==> run_1/clock_nets.png <==
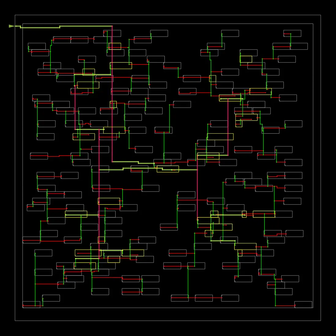
==> run_1/class_map.png <==
Drawn at 3 px/um. Fill, decap, tap and diode cells in grey.
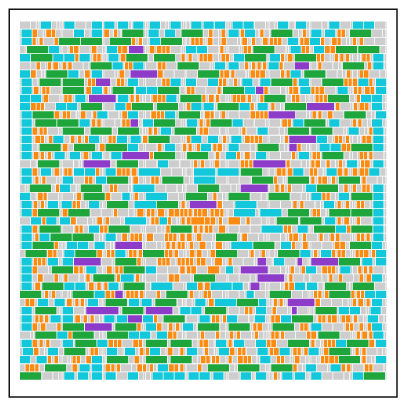
==> run_1/util_map.png <==
Drawn at 2 px/um. 13 x 13 tiles, from black (low) to pale yellow (high), 0 to 100% covered.
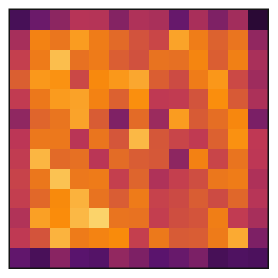
==> run_1/closeup.png <==
Window x 52 to 77, y 52 to 77 um. Cells in grey, sequential cells in the stronger grey; small squares are vias.
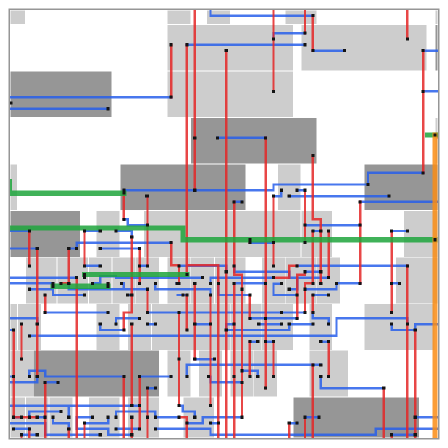
Design alu_op_sequencer, sky130hd; sources not shown.
==> notes.md, run 1 <==
flow finished, numbers: first-pass iteration count of the detailed router=4, cycle use final=a little over nine tenths, crit path time final=between 1.5 and 2 ns, Setup WS pre-CTS=approximately 0.0088 ns, # Post-CTS Setup Buffers=0, Routed WL=18.3 mm, num ports=294, hpwl dp=approximately 13 mm, Clock Root Buffer=clkbuf_16, clock latency on the worst-skew pair=around 0.41 ns, met3 Usage GRT=under 10%, Via density=about 4.7, total of max-cap violations=0, switch share=approximately two fifths, synthesis-to-layout area growth=64.1%, power in sequential cells=approximately 4.4 mW, die width=roughly 130 um, setup_tns=0 ns, crit path DAT=1.45 ns, met2 Use GR=36.3%, ys flop type=dfxtp_1, total die size=16600 um^2, clock tree buffer depth=2, combinational share of power=48.6%, largest net degree at the start of global routing=57, most frequent cells in the layout=306 x nor2_1, 292 x clkdlybuf4s50_1, 162 x nand2_1, Setup WS post-layout=0.0780 ns, Top cell excl fill/tap=nor2_1, CP endpoint kind=output pin, synth warn=0, wire length on met2=between 8 and 9 mm, fin cells=1335, Post-synth seq share=51.1%, number of enable flip-flop cells=0, Cell area leaders=dfxtp_1 51%, nor2_1 19%, nand2_1 10%, nand3_1 6.5%, o21ai_0 6.4%, CP Depth=1, GR peak layer=met2, Reg clk slew, reported paths=0.06 ns, ANT cells=0, Crit path buffers/inverters=1, I/O Buffers=a little under 300, area leader, netlist=dfxtp_1, R2R cell count=8, Netlist cell types=20, nets@finish=roughly 1300, relative slew slack=between 70% and 80%, WL per Instance=13.7 um, 1st-iter DRT viols=around 340, RSZ-0062 raised after global routing=false, hold_ws=0.261 ns, Total Power=between 10 and 15 mW, top area contributor share=roughly half, grt ovf=0, asr flop ratio synth=0%, Die Height=approximately 130 um, NetSw=around 5.7 mW, Synthesized registers=~150, Worst path max stage delay=0.66 ns, clock share of power=between 20 and 25%, Post-Syn Area=6030 um^2, CP required=roughly 1.5 ns, grt met1 use=24.8%, Log Warnings=26, Fin. Hold Viols=0, leading power group=combinational cells, peak supply drop=roughly 1.1 mV, DP Cell Count=between 1000 and 1500, crit-path max FO=4, chip area in the Yosys report=6030 um^2, Worst Hold Class=flop to flop, top cells by count=306 x nor2_1, 164 x nand2_1, 154 x dfxtp_1, 78 x nand3_1, 77 x o21ai_0, ys cells=866, hold-critical path depth=2, Top Layer Used=met4, Antenna Nets Post-Route=0, synthesized instance count=around 870, vias=6284, number of global-route vias before repair=5767, Leakage=between 3 and 4 nW, Metal-1 WL=approximately 7.4 mm, pwr/cell area=between 1000 and 1500 nW/um^2, CP startpoint kind=flop, count leader, synth=nor2_1, Worst R2R Setup Slack=0.28 ns, CP Cell Sequence=clkdlybuf4s50_1, crit path kind=flop to output pin, outcome=completed, syn_area_per_cell=roughly 7 um^2, CTS tree=built, P_int=between 9 and 10 mW, Synthesized Nets=between 1000 and 1500, Post-DP Area=around 9300 um^2, Reg power frac=between 20% and 30%, Worst-Margin Slew=approximately 0.34 ns, Final Slew Violations=0, Top delay family on crit path=buffers and inverters, CTS H-tree lvls=4, GRT Total Usage=between 20% and 30%, final setup vio count=0, ratio of cells with drive above 1 in the final layout=between 5 and 6%, combinational gate power=a little over 7 mW, Slowest cell on crit path=clkdlybuf4s50_1, WL met3=between 1.5 and 2 mm, first-pass GRT wire length=around 29 mm, FMAX=~510 MHz, Post-route DRC=0, initial antenna violation count=0
## Picture notes: clock_nets.png
CTS buffer count: 17
clock buf count: 21
flop count: 154
P_clk: 3.16 mW
clock sink count: 154

## Picture notes: class_map.png
Key: cyan = remaining buffers and delay cells [cells 314]; orange = remaining logic cells [cells 652]; purple = clock drivers and dummy loads [cells 31]; green = sequential cells [cells 154]
sequential portion of the cell area: 31.2%
final instance area: 9900 um^2
row cnt: 44
Final Util: 67.6%

## Picture notes: util_map.png
The mean over all tiles is 58%. The fullest tile reaches 91%. 15% of the tiles are over 75% full.
Initial Util: 41.2%
Placeable Area: 14600 um^2

## Picture notes: closeup.png
Key: green = M3; orange = M4; red = M2; blue = M1
Most frequent: nand2_1 (11), nor2_1 (7), dfxtp_1 (7). 45 logic cells have their middle in the window. Sequential cells in the window: 7.

## run 1: cells by family (layout without fill, tap and decap cells)
group / Yosys count / after routing / synth area share, %
simple gates: 554 / 554 / 36.5
flops: 154 / 154 / 51.1
fa+ha+maj: 1 / 1 / 0.207
buf+inv: 73 / 358 / 5.15
compound gates: 84 / 84 / 7.03
## run 1: area by class of cell
cell class                      count  area (um^2)
Inverter                           13         50.0
Timing Repair Buffer              314         3290
Clock inverter                     10          118
Fill cell                        1312         4750
Sequential cell                   154         3080
Clock buffer                       21          480
Multi-Input combinational cell    639         2640
Tap cell                          184          230
## run 1: what timing repair did
action / in CTS / in global routing
hold buffers: 0 / 0
endpoints found under the setup margin: 0 / 1
resized: 0 / 1
==> run 2: changes to the inputs <==
--- a/config.mk
+++ b/config.mk
@@ -6,6 +6,7 @@
 export NUM_CORES = 1
 export LEC_CHECK = 0
 export ABC_AREA = 1
+export CAP_MARGIN = 20
 export CORE_MARGIN = 3
 export CORE_UTILIZATION = 40
 export CTS_CLUSTER_DIAMETER = 80
==> run_2/util_map.png <==
Drawn at 2 px/um. 13 x 13 tiles, from black (low) to pale yellow (high), 0 to 100% covered.
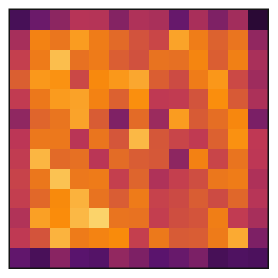
The mean over all tiles is 58%. The fullest tile reaches 91%. 15% of the tiles are over 75% full.

==> run 2 against run 1 <==
Compared with the run above:
- flip-flop count unchanged
- critical endpoint unchanged
- largest power group unchanged
- register-to-register slack is essentially flat
- highest routed layer unchanged
- global-route usage stayed put
- first-iteration DRC count stayed put
- via count unchanged
- cell area stayed put
- utilization is the same
- total power unchanged
- sequential power hardly changed
- critical path type unchanged
- cell count unchanged
- combinational power is essentially flat
==> notes.md, run 2 <==
flow finished, numbers: Top delay family on crit path=buffers and inverters, clock share of power=between 20% and 30%, setup_tns=0 ns, cycle use final=a little over nine tenths, area leader, netlist=dfxtp_1, syn_area_per_cell=roughly 7 um^2, total of max-cap violations=0, Post-Syn Area=roughly 6000 um^2, met3 Usage GRT=9.46%, first-pass iteration count of the detailed router=4, WL per Instance=approximately 14 um, clock latency on the worst-skew pair=about 0.41 ns, clock sink count=154, crit path DAT=1.45 ns, Antenna Nets Post-Route=0, combinational share of power=48.6%, power in sequential cells=4.38 mW, Via density=4.71, crit path time final=roughly 2.0 ns, ANT cells=0, Leakage=approximately 4 nW, fillers=1312, Mux area share=0%, number of enable flip-flop cells=0, crit-path max FO=4, Fin. Hold Viols=0, GRT Total Usage=approximately 22%, GR peak layer=met2, Slowest cell on crit path=clkdlybuf4s50_1, buffer share of cell area=around a third, relative slew slack=between 70 and 80%, Synth Area in Adders=less than 1%, asr flop ratio synth=0%, final instance area=9900 um^2, Worst R2R Setup Slack=between 0.2 and 0.3 ns, die width=roughly 130 um, Post-DP Area=between 9000 and 10000 um^2, number of tapcells=184, synthesized instance count=866, synth warn=0, yosys aoi share=roughly 7%, FMAX=slightly above 500 MHz, count leader, synth=nor2_1, Comb gate area=about 2600 um^2, flop count=154, outcome=completed, Post-synth seq share=~51%, Initial Util=41.2%, synthesis-to-layout area growth=64.1%, P_int=~9 mW, largest net degree at the start of global routing=around 57, Top cell excl fill/tap=nor2_1, final setup vio count=0, Cell area leaders=dfxtp_1 51%, nor2_1 19%, nand2_1 10%, nand3_1 6.5%, o21ai_0 6.4%, hold-critical path depth=2, leading power group=combinational cells, Placeable Area=14600 um^2, Log Warnings=26, CP startpoint kind=flop, R2R cell count=8, number of global-route vias before repair=about 5800, ratio of cells with drive above 1 in the final layout=5.47%, Worst path max stage delay=0.66 ns, switch share=38.5%, Crit path buffers/inverters=1, first-pass GRT wire length=roughly 29 mm, met2 Use GR=between 30% and 40%, CTS H-tree lvls=4, clock buf count=21, CTS tree=built, top cells by count=306 x nor2_1, 164 x nand2_1, 154 x dfxtp_1, 78 x nand3_1, 77 x o21ai_0, Synthesized Nets=a little over 1000, Reg clk slew, reported paths=~0.06 ns, nets@finish=~1300, peak supply drop=between 1 and 1.5 mV, logic share of the area=between 20% and 30%, total die size=16600 um^2
==> run_2/class_map.png <==
Drawn at 3 px/um. Fill, decap, tap and diode cells in grey.
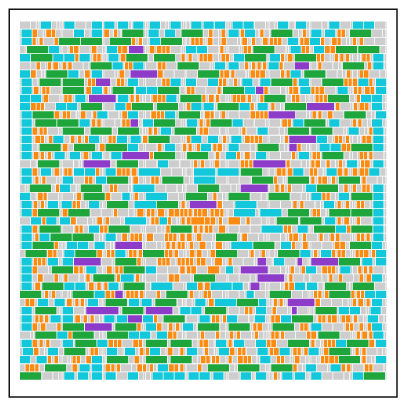
Key: cyan = remaining buffers and delay cells [cells 314]; orange = remaining logic cells [cells 652]; purple = clock drivers and dummy loads [cells 31]; green = sequential cells [cells 154]

-- run 2: stage by stage --
step / setup slack [ns] / std cells / hold slack (ns) / utilization, %
2_1_floorplan: 0.364 / 866 / 0.174 / -
3_3_place_gp: 0.0331 / 1304 / 0.249 / 63.5
3_5_place_dp: 0.00877 / 1304 / 0.252 / 63.5
4_1_cts: 0.0220 / 1335 / 0.261 / 67.6
5_1_grt: 0.00833 / 1335 / 0.288 / 67.6
6_report: 0.0780 / 1335 / 0.261 / 67.6
-- run 2: worst register-to-register path: cells and delay by family (launching register included) --
family	cells	cell delay, ns
buffers and inverters	2	0.33
flip-flops	1	0.37
AND/OR/NAND/NOR	6	0.78
-- run 2: metal layers --
metal,wire [um],vias up
li1,-,3270
met1,7400,2781
met2,8860,212
met3,1740,21
met4,269,0
met5,0,-
Power is estimated from default activity; no workload was simulated.
